==> run_1/placed.png <==
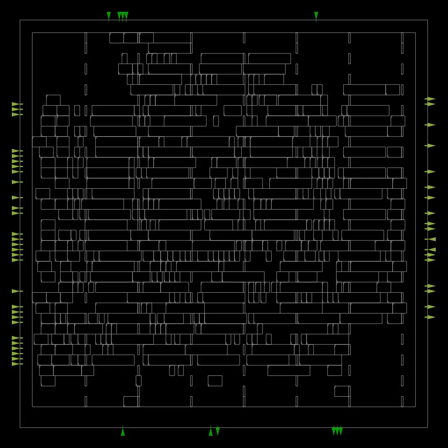
==> run_1/port_trees.png <==
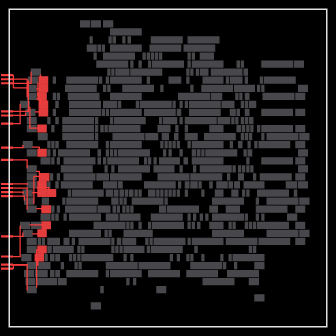
==> run_1/util_map.png <==
The die is cut into 11 by 11 equal tiles; black is low, pale yellow is high, 0 to 100% covered.
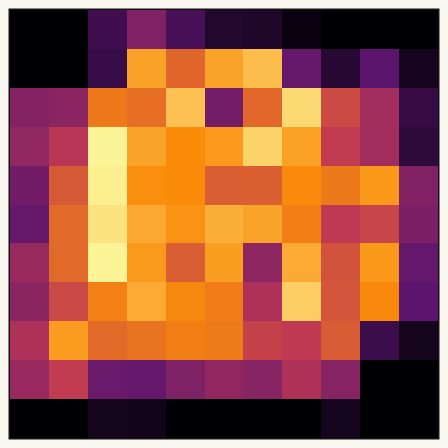
==> run_1/m3.png <==
Bar = 20 µm.
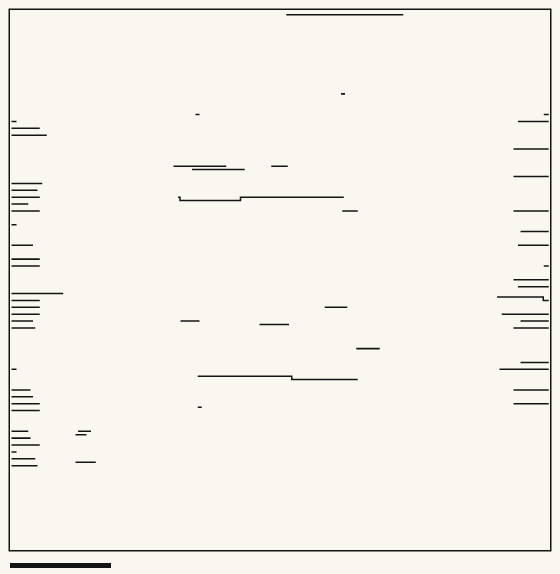
===== src/rtl/pipelined_addsub.sv =====
// Pipelined add/subtract unit: a WIDTH-bit ripple chain split into STAGES registered
// segments on a valid/ready stream, one beat per cycle, fixed latency of STAGES cycles.
module pipelined_addsub #(
   parameter int unsigned WIDTH  = 16,
   parameter int unsigned STAGES = 4
) (
   input  logic             clk,
   input  logic             rst,
   input  logic             in_valid,
   output logic             in_ready,
   input  logic [WIDTH-1:0] a,
   input  logic [WIDTH-1:0] b,
   input  logic             cin,
   input  logic             sub,
   output logic             out_valid,
   input  logic             out_ready,
   output logic [WIDTH-1:0] sum,
   output logic             cout,
   output logic             ovf
);

   localparam int unsigned SEG = WIDTH / STAGES;
   localparam int unsigned NB  = (STAGES > 1) ? STAGES - 1 : 1;

   logic advance;

   // Stage inputs: from the ports for stage 0, from the previous stage's registers otherwise
   logic [WIDTH-1:0] x_in [STAGES];
   logic [WIDTH-1:0] b_in [STAGES];
   logic             c_in [STAGES];
   logic             v_in [STAGES];

   // x holds finished sum slices below the stage boundary and still-skewed A slices above it
   logic [WIDTH-1:0] x_q [STAGES];
   logic             c_q [STAGES];
   logic             v_q [STAGES];
   logic [WIDTH-1:0] b_q [NB];
   logic             ovf_q;

   assign advance  = !v_q[STAGES-1] || out_ready;
   assign in_ready = advance;

   for (genvar k = 0; k < STAGES; k++) begin : g_stage
      logic [SEG:0]     seg_sum;
      logic [WIDTH-1:0] x_nxt;

      if (k == 0) begin : g_head
         // Subtraction folds into the adder as A + ~B + 1
         assign x_in[0] = a;
         assign b_in[0] = sub ? ~b : b;
         assign c_in[0] = sub | cin;
         assign v_in[0] = in_valid;
      end else begin : g_link
         assign x_in[k] = x_q[k-1];
         assign b_in[k] = b_q[k-1];
         assign c_in[k] = c_q[k-1];
         assign v_in[k] = v_q[k-1];
      end

      assign seg_sum = {1'b0, x_in[k][k*SEG +: SEG]} + {1'b0, b_in[k][k*SEG +: SEG]}
                     + (SEG+1)'(c_in[k]);

      always_comb begin
         x_nxt                 = x_in[k];
         x_nxt[k*SEG +: SEG]   = seg_sum[SEG-1:0];
      end

      // Data only loads on valid slots so bubbles leave the last result in place
      always_ff @(posedge clk) begin
         if (rst) begin
            v_q[k] <= 1'b0;
            x_q[k] <= '0;
            c_q[k] <= 1'b0;
         end else if (advance) begin
            v_q[k] <= v_in[k];
            if (v_in[k]) begin
               x_q[k] <= x_nxt;
               c_q[k] <= seg_sum[SEG];
            end
         end
      end

      if (k < STAGES - 1) begin : g_skew
         always_ff @(posedge clk) begin
            if (rst) begin
               b_q[k] <= '0;
            end else if (advance && v_in[k]) begin
               b_q[k] <= b_in[k];
            end
         end
      end else begin : g_tail
         logic carry_msb;

         // Carry into the MSB recovered from the MSB's own sum bit
         assign carry_msb = x_in[k][WIDTH-1] ^ b_in[k][WIDTH-1] ^ x_nxt[WIDTH-1];

         always_ff @(posedge clk) begin
            if (rst) begin
               ovf_q <= 1'b0;
            end else if (advance && v_in[k]) begin
               ovf_q <= carry_msb ^ seg_sum[SEG];
            end
         end
      end
   end

   assign out_valid = v_q[STAGES-1];
   assign sum       = x_q[STAGES-1];
   assign cout      = c_q[STAGES-1];
   assign ovf       = ovf_q;

endmodule


===== config.mk =====
export PLATFORM = sky130hd
export DESIGN_NAME = pipelined_addsub
export DESIGN_NICKNAME = d
export VERILOG_FILES = /design/src/rtl/pipelined_addsub.sv
export SDC_FILE = /design/constraint.sdc
export NUM_CORES = 1
export LEC_CHECK = 0
export ABC_AREA = 1
export CAP_MARGIN = 10
export CORE_MARGIN = 3
export CORE_UTILIZATION = 44
export CTS_CLUSTER_SIZE = 40
export DETAILED_ROUTE_END_ITERATION = 7
export GPL_ROUTABILITY_DRIVEN = 0
export GPL_TIMING_DRIVEN = 1
export HOLD_SLACK_MARGIN = 0.08
export PLACE_DENSITY = 0.72
export SYNTH_ARGS = -nofsm -noshare
export SYNTH_HDL_FRONTEND = slang
export SYNTH_SLANG_ARGS = --single-unit

===== constraint.sdc =====
create_clock -name clk -period 3.9 [get_ports clk]
set_input_delay 0.78 -clock clk [delete_from_list [all_inputs] [get_ports clk]]
set_output_delay 0.78 -clock clk [all_outputs]
set_load 0.1 [all_outputs]

==> out/qor.txt, run 1 <==
Post-Syn Area: 4460 µm²
Post-cts hold buffer count: 0
Met3 routed WL: 376 µm
Nets: 518
Fmax: 370 MHz
R2R Setup Slk: 1.98 ns
DP Area: 5150 µm²
Met2 WL: 2.87 mm
N_diodes: 0
Status: complete, no violations
Final Max Slew Viols: 0
Skew final: 0.00943 ns
VDD IR-drop max: 0.214 mV
CP cell instances: clkdlybuf4s50_1 > xnor2_1 > fa_1 > inv_1 > fa_1 > inv_1 > nor2_1
Power Internal: 1.65 mW
Post-Synth AOI/OAI Area: 1.68%
CTS Buffer Depth: 2
Share of cells above drive strength 1: 6.02%
Setup Buffers After CTS: 0
Top non-seq family: simple AND/OR/NAND/NOR gates
Largest regs: x_q (64), b_q (24)
Antenna viol nets, final: 0
Cell area leaders: edfxtp_1, nor2_1, inv_1, fa_1, ha_1
Comb pwr: 0.337 mW
Clock buf/inv share: 3.79%
FA/HA/MAJ Cells, Area Fraction: 6.96%
Setup CP Type: input pin to register
Uppermost layer routed: met4
Sequential cell area share: 54.0%
GR Layer Usage met2: 19.6%
Switching part of the total: 25.9%
Critical path required time: 4.02 ns
Seq. pwr: 1.25 mW
Mux share: 0%
Most frequent cell after synthesis: nor2_1
Yosys simple share: 13.2%
Largest delay contributor family on the critical path: buffers and inverters
Unrepaired setup endpoints after global routing: no
Notes on placed.png above:
TAP cells: 133
filler cell count: 891
Final Non-Filler Cells: 598
Core Box Area: 9820 µm²

Notes on port_trees.png above:
legend:
  `b`:
    colour: red
    direction: input
    end_cells: 16
    wire: 222 µm

Notes on util_map.png above:
mean over tiles: 46%
tiles over 75% full: 22%
nearly empty tiles: 14%

Notes on m3.png above:
wire length on this layer: 377 µm
nets with wire on the layer: 56

-- run 1: cells in the final DEF, fill, tap and decap left out, drive strengths merged --
cell type / Yosys / routed
o21ai: 6 / 6
fa: 8 / 8
dfxtp: 1 / 1
ha: 12 / 12
clkdlybuf4s50: 0 / 56
nand3: 8 / 8
xor2: 3 / 3
edfxtp: 96 / 96
and2: 1 / 1
nor3: 2 / 2
nor2: 101 / 101
clkinvlp: 0 / 1
nor3b: 2 / 2
or2: 1 / 1
inv: 95 / 96
clkbuf: 0 / 9
bufinv: 0 / 1
buf: 10 / 6
clkinv: 0 / 4
a21o: 2 / 2
a21oi: 6 / 6
nand2: 29 / 29
xnor2: 14 / 14
==> run 1 -> run 2 <==
==> constraint.sdc (replaced) <==
create_clock -name clk -period 2.6 [get_ports clk]
set_input_delay 0.52 -clock clk [delete_from_list [all_inputs] [get_ports clk]]
set_output_delay 0.52 -clock clk [all_outputs]
set_load 0.1 [all_outputs]
==> out/qor.txt, run 2 <==
GR Util All Layers: 11.2%
Async S/R FF share, synth: 0%
Synth-to-Final Area Change: 19.8%
Final Non-Filler Cells: 600 (+0.33%)
N_diodes: 0 (unchanged)
Overflow after GRT: 0
Mux share: 0% (unchanged)
Die Size: 11400 µm²
Worst Setup SP: out_ready
Largest Register: x_q
Worst Hold Class: register to register
Number of enable flip-flop cells: 96
Critical path launch point type: input pin
Post_cts resized: 0
Post-Place Setup Slack: 0.120 ns
Min Clock Period, post-route: 2.12 ns
DP Area: 5150 µm² (about the same)
Fmax: 472 MHz
Post-synth regs: 97
Critical path required time: 2.08 ns (-1.94 ns)
Commonest cells in the synthesized netlist: nor2_1, edfxtp_1, inv_1, nand2_1, xnor2_1
R2R Setup Slk: 0.70 ns (-1.28 ns)
Reg2Reg Depth: 6
Most frequent cells in the layout: nor2_1, edfxtp_1, inv_1, clkdlybuf4s50_1
Setup_tns: 0 ns
Yosys simple share: 13.2% (unchanged)
Floorplan utilization: 45.4%
FA/HA/MAJ Cells, Area Fraction: 6.96% (unchanged)
Most numerous logic cell after layout: nor2_1
Setup Buffers After CTS: 0 (unchanged)
Hold Path Cell Cnt: 2
Worst setup endpoint: in_ready
Nets: 520 (+0.39%)
Filler cell count: 896 (+0.56%)
Max-cap violations: 0
VDD IR-drop max: 0.228 mV (+6.2%)
XOR-XNOR Cells, Area Fraction: 3.34%
# setup viols final: 0
Hold EP: x_q[0][27]
Cell area leaders: edfxtp_1, nor2_1, inv_1, fa_1, ha_1
CP max stage cell: clkdlybuf4s50_1
I/O Pins: 58
H-tree levels: 3
Buffers on Ports: 57
Vias per std cell: 4.22
Yosys Instances: 397
Status: complete, no violations
Pwr per Cell Area: 619 nW/µm²
CP arrival: 1.60 ns
Antenna violations before repair: 0
CTS Buffer Depth: 2 (unchanged)
Leakage power: 2.28 nW
CP cell instances: clkdlybuf4s50_1 > nor2_4 > clkinvlp_4 > buf_12
Crit path largest cell delay: 0.44 ns
Setup CP Type: input pin to primary output
Top non-seq family: simple AND/OR/NAND/NOR gates
Slew margin rel.: 58.2%
Post-cts hold buffer count: 0 (unchanged)
Share of cells above drive strength 1: 10.9% (+4.9 points)
Unrepaired setup endpoints after global routing: no
Slew at the pin with the worst max-slew slack: 0.625 ns
Core Box Area: 9820 µm² (unchanged)
Pin count of the biggest net entering global routing: 30
Post-Syn Area: 4460 µm² (unchanged)
Mapped Nets: 455
Post-Synth AOI/OAI Area: 1.68% (unchanged)
Most frequent cell after synthesis: nor2_1
Vias: 2530
Final Max Slew Viols: 0 (unchanged)
Largest delay contributor family on the critical path: buffers and inverters
Synth warn: 0
Final setup margin: 0.479 ns
Skew final: 0.0104 ns (+0.000957 ns)
Post-Route Hold Slack: 0.542 ns
Worst flop-to-flop path endpoint: c_q[3]
Seq share, synth: 65.1%
Die width: 107 µm
Critical path peak fanout: 6
Antenna viol nets, final: 0 (unchanged)
Utilization after layout: 54.4%
Largest regs: x_q (64), b_q (24)
## run 2: routing by layer
metal  up-vias  track usage, %  wire length (µm)  part of all wire [%]
met5         -               0                 0                     0
met4         0            5.21               129                   2.2
met3        10            2.83               353                   6.1
met2        63            18.8              2710                    46
met1      1100            13.6              2630                    45
li1       1357               -                 -                     -
## run 2: layout make-up
class | instances | area (µm²) | area share [%]
sequential | 97 | 2900 | 54.3
multi-input combinational | 195 | 1130 | 21.2
timing repair buffer | 64 | 586 | 11.0
inverter | 95 | 360 | 6.74
tap | 133 | 166 | 3.11
clock buffer | 9 | 124 | 2.32
clock inverter | 7 | 68.8 | 1.29
## run 2: where the power goes
part | total (mW) | internal (mW) | switching (mW)
sequential | 1.87 | 1.84 | 0.0315
combinational | 0.500 | 0.177 | 0.323
clock | 0.941 | 0.445 | 0.497
==> run_2/port_trees.png <==
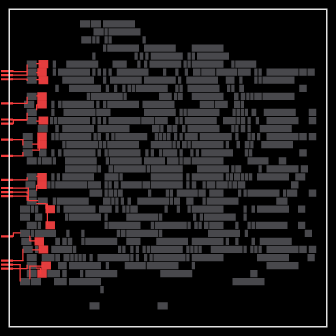
legend:
  `b`:
    colour: red
    direction: input
    end_cells: 16
    wire: 164 µm

==> run_2/gates.png <==
Bar = 20 µm.
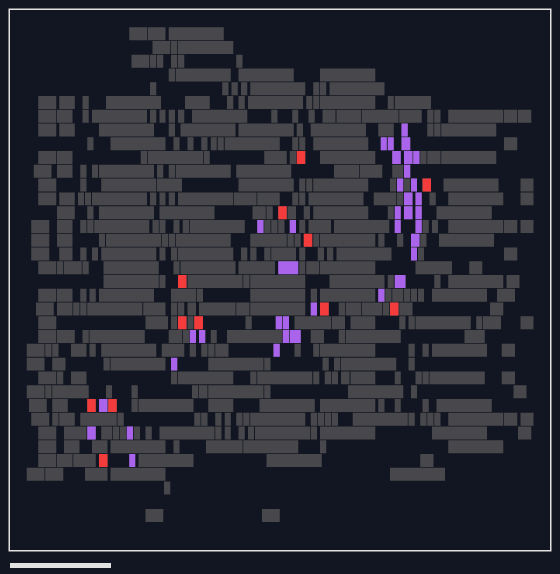
legend:
  aoi and oai cells:
    colour: red
    cells: 12
    most_used: a21oi_1
  nand cells:
    colour: purple
    cells: 37
    most_used: nand2_1

==> run_2/m3.png <==
Bar = 20 µm.
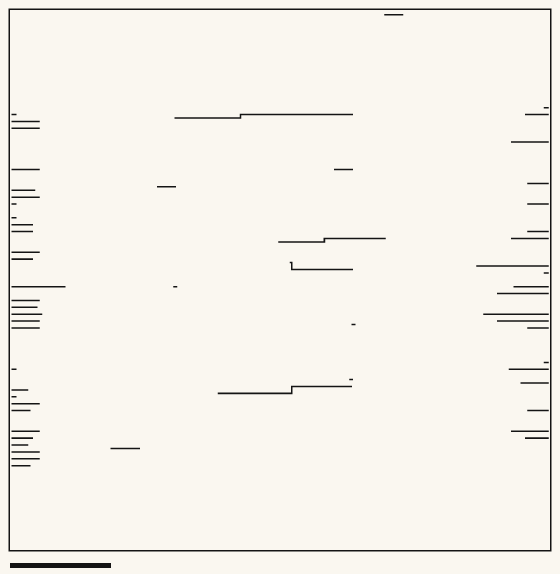

==> run 2 -> run 3 <==
--- a/config.mk
+++ b/config.mk
@@ -14,7 +14,7 @@
 export GPL_ROUTABILITY_DRIVEN = 0
 export GPL_TIMING_DRIVEN = 1
 export HOLD_SLACK_MARGIN = 0.08
-export PLACE_DENSITY = 0.72
+export PLACE_DENSITY = 0.74
 export SYNTH_ARGS = -nofsm -noshare
 export SYNTH_HDL_FRONTEND = slang
 export SYNTH_SLANG_ARGS = --single-unit
==> constraint.sdc (replaced) <==
create_clock -name clk -period 1.95 [get_ports clk]
set_input_delay 0.39 -clock clk [delete_from_list [all_inputs] [get_ports clk]]
set_output_delay 0.39 -clock clk [all_outputs]
set_load 0.1 [all_outputs]
==> run_3/m3.png <==
Bar = 20 µm.
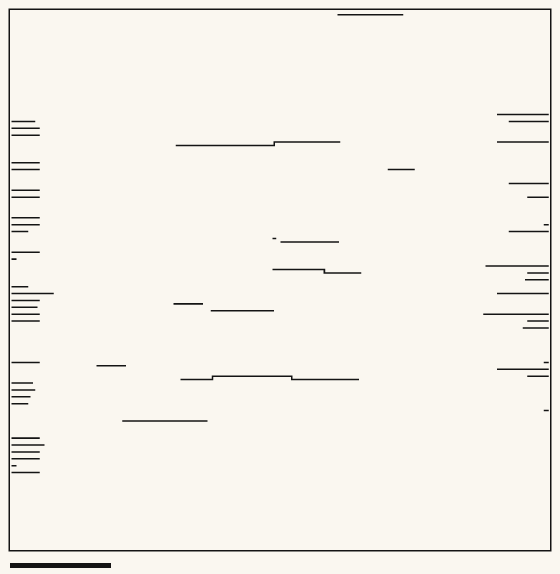
nets with wire on the layer: 53
share of all routed wire: 6.8%
wire length on this layer: 406 µm

==> run_3/placed.png <==
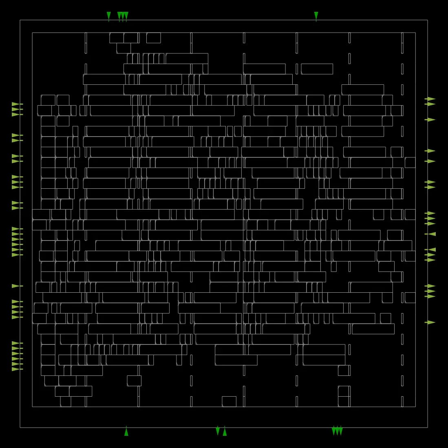
Rows: 36
Final Non-Filler Cells: 607
utilization after layout: 56.4%
Flops: 97

==> out/qor.txt, run 3 <==
Number of enable flip-flop cells: 96 (unchanged)
Post-Place Setup Slack: -0.405 ns (-0.524 ns)
CTS Buffer Depth: 2 (unchanged)
Post-Synth AOI/OAI Area: 1.68% (unchanged)
Share of total power in sequential cells: 56.9% (+0.4 points)
Die width: 107 µm (unchanged)
Worst flop-to-flop path endpoint: c_q[2]
Post-Syn Area: 4460 µm² (unchanged)
Worst Hold Class: register to register
Unrepaired setup endpoints after global routing: no
Core Box Area: 9820 µm² (unchanged)
Signal buffers share of area: 12.8% (+1.8 points)
Slew at the pin with the worst max-slew slack: 0.300 ns (-0.324 ns)
Inverter count: 95 (unchanged)
Nets: 527 (+1.3%)
GR Util All Layers: 11.4% (+0.23 points)
Largest regs: x_q (64), b_q (24)
Yosys Instances: 397 (unchanged)
Filler cell count: 872 (-2.7%)
Largest delay contributor family on the critical path: buffers and inverters
DP Area: 5320 µm² (+3.3%)
Critical path launch point type: register
Antenna viol nets, final: 0 (unchanged)
Crit path largest cell delay: 0.41 ns (-0.03 ns)
Top non-seq family: simple AND/OR/NAND/NOR gates
Switching power of the nets: 1.18 mW (+39%)
Seq. pwr: 2.49 mW (+33%)
Final setup margin: 0.115 ns (-0.364 ns)
CP cell instances: inv_2 > nor2_4 > clkinvlp_4 > buf_12
Hold EP: x_q[0][26]
Pwr per Cell Area: 790 nW/µm² (+28%)
Mux share: 0% (unchanged)
I/O Pins: 58 (unchanged)
Comb pwr: 0.722 mW (+44%)
Antenna violations before repair: 0 (unchanged)
Buffers on Ports: 57 (unchanged)
Cell area leaders: edfxtp_1, nor2_1, inv_1, fa_1, ha_1
Top Consumer: registers
VDD IR-drop max: 0.301 mV (+32%)
Max-cap violations: 0 (unchanged)
CP max stage cell: edfxtp_1
Worst Setup SP: v_q[3]
Skew final: 0.00903 ns (-0.00135 ns)
R2R Setup Slk: 0.14 ns (-0.56 ns)
Setup CP Type: register to primary output
Fmax: 545 MHz
Min Clock Period, post-route: 1.83 ns
Commonest cells in the synthesized netlist: nor2_1, edfxtp_1, inv_1, nand2_1, xnor2_1
Reg2Reg Depth: 6 (unchanged)
Worst setup endpoint: in_ready
Post-synth regs: 97 (unchanged)
CP arrival: 1.44 ns (-0.16 ns)
Leakage power: 2.35 nW (+3.1%)
TAP cells: 133 (unchanged)
Clk power: 1.16 mW (+23%)
Yosys simple share: 13.2% (unchanged)
Overflow after GRT: 0 (unchanged)
Switching part of the total: 27.0% (+1.2 points)
Critical path required time: 1.56 ns (-0.52 ns)
Synth-to-Final Area Change: 24.2%
N_diodes: 0 (unchanged)
Most frequent cell after synthesis: nor2_1
Slew margin rel.: 79.9% (+22 points)
Vias: 2559 (+1.1%)
Pin count of the biggest net entering global routing: 30 (unchanged)
Status: complete, no violations
MI comb cells: 195 (unchanged)
==> run 3: cell counts after synthesis <==
Identical to the previous run, type by type.
==> run 3: repair_timing <==
action                     CTS  global route
pin swaps                    0             1
gates cloned                 0             0
setup endpoints to repair    1             6
hold buffers                 0             0
buffers inserted             0             1
gates resized                1             9
==> run 3: layer usage <==
layer	vias to the layer above	GRT usage (%)	wire length [µm]
met5	-	0	0
met2	66	18.4	2860
met3	6	4.03	405
li1	1367	-	-
met1	1120	14.2	2590
met4	0	4.38	77
==> run 3: stage by stage <==
step	hold slack, ns	setup TNS (ns)
floorplan	0.519	-44.34
global placement	0.530	-1.18
detailed placement	0.530	-1.33
CTS	0.550	0
global route	0.587	0
finish	0.544	0
Power and IR drop assume default switching activity.
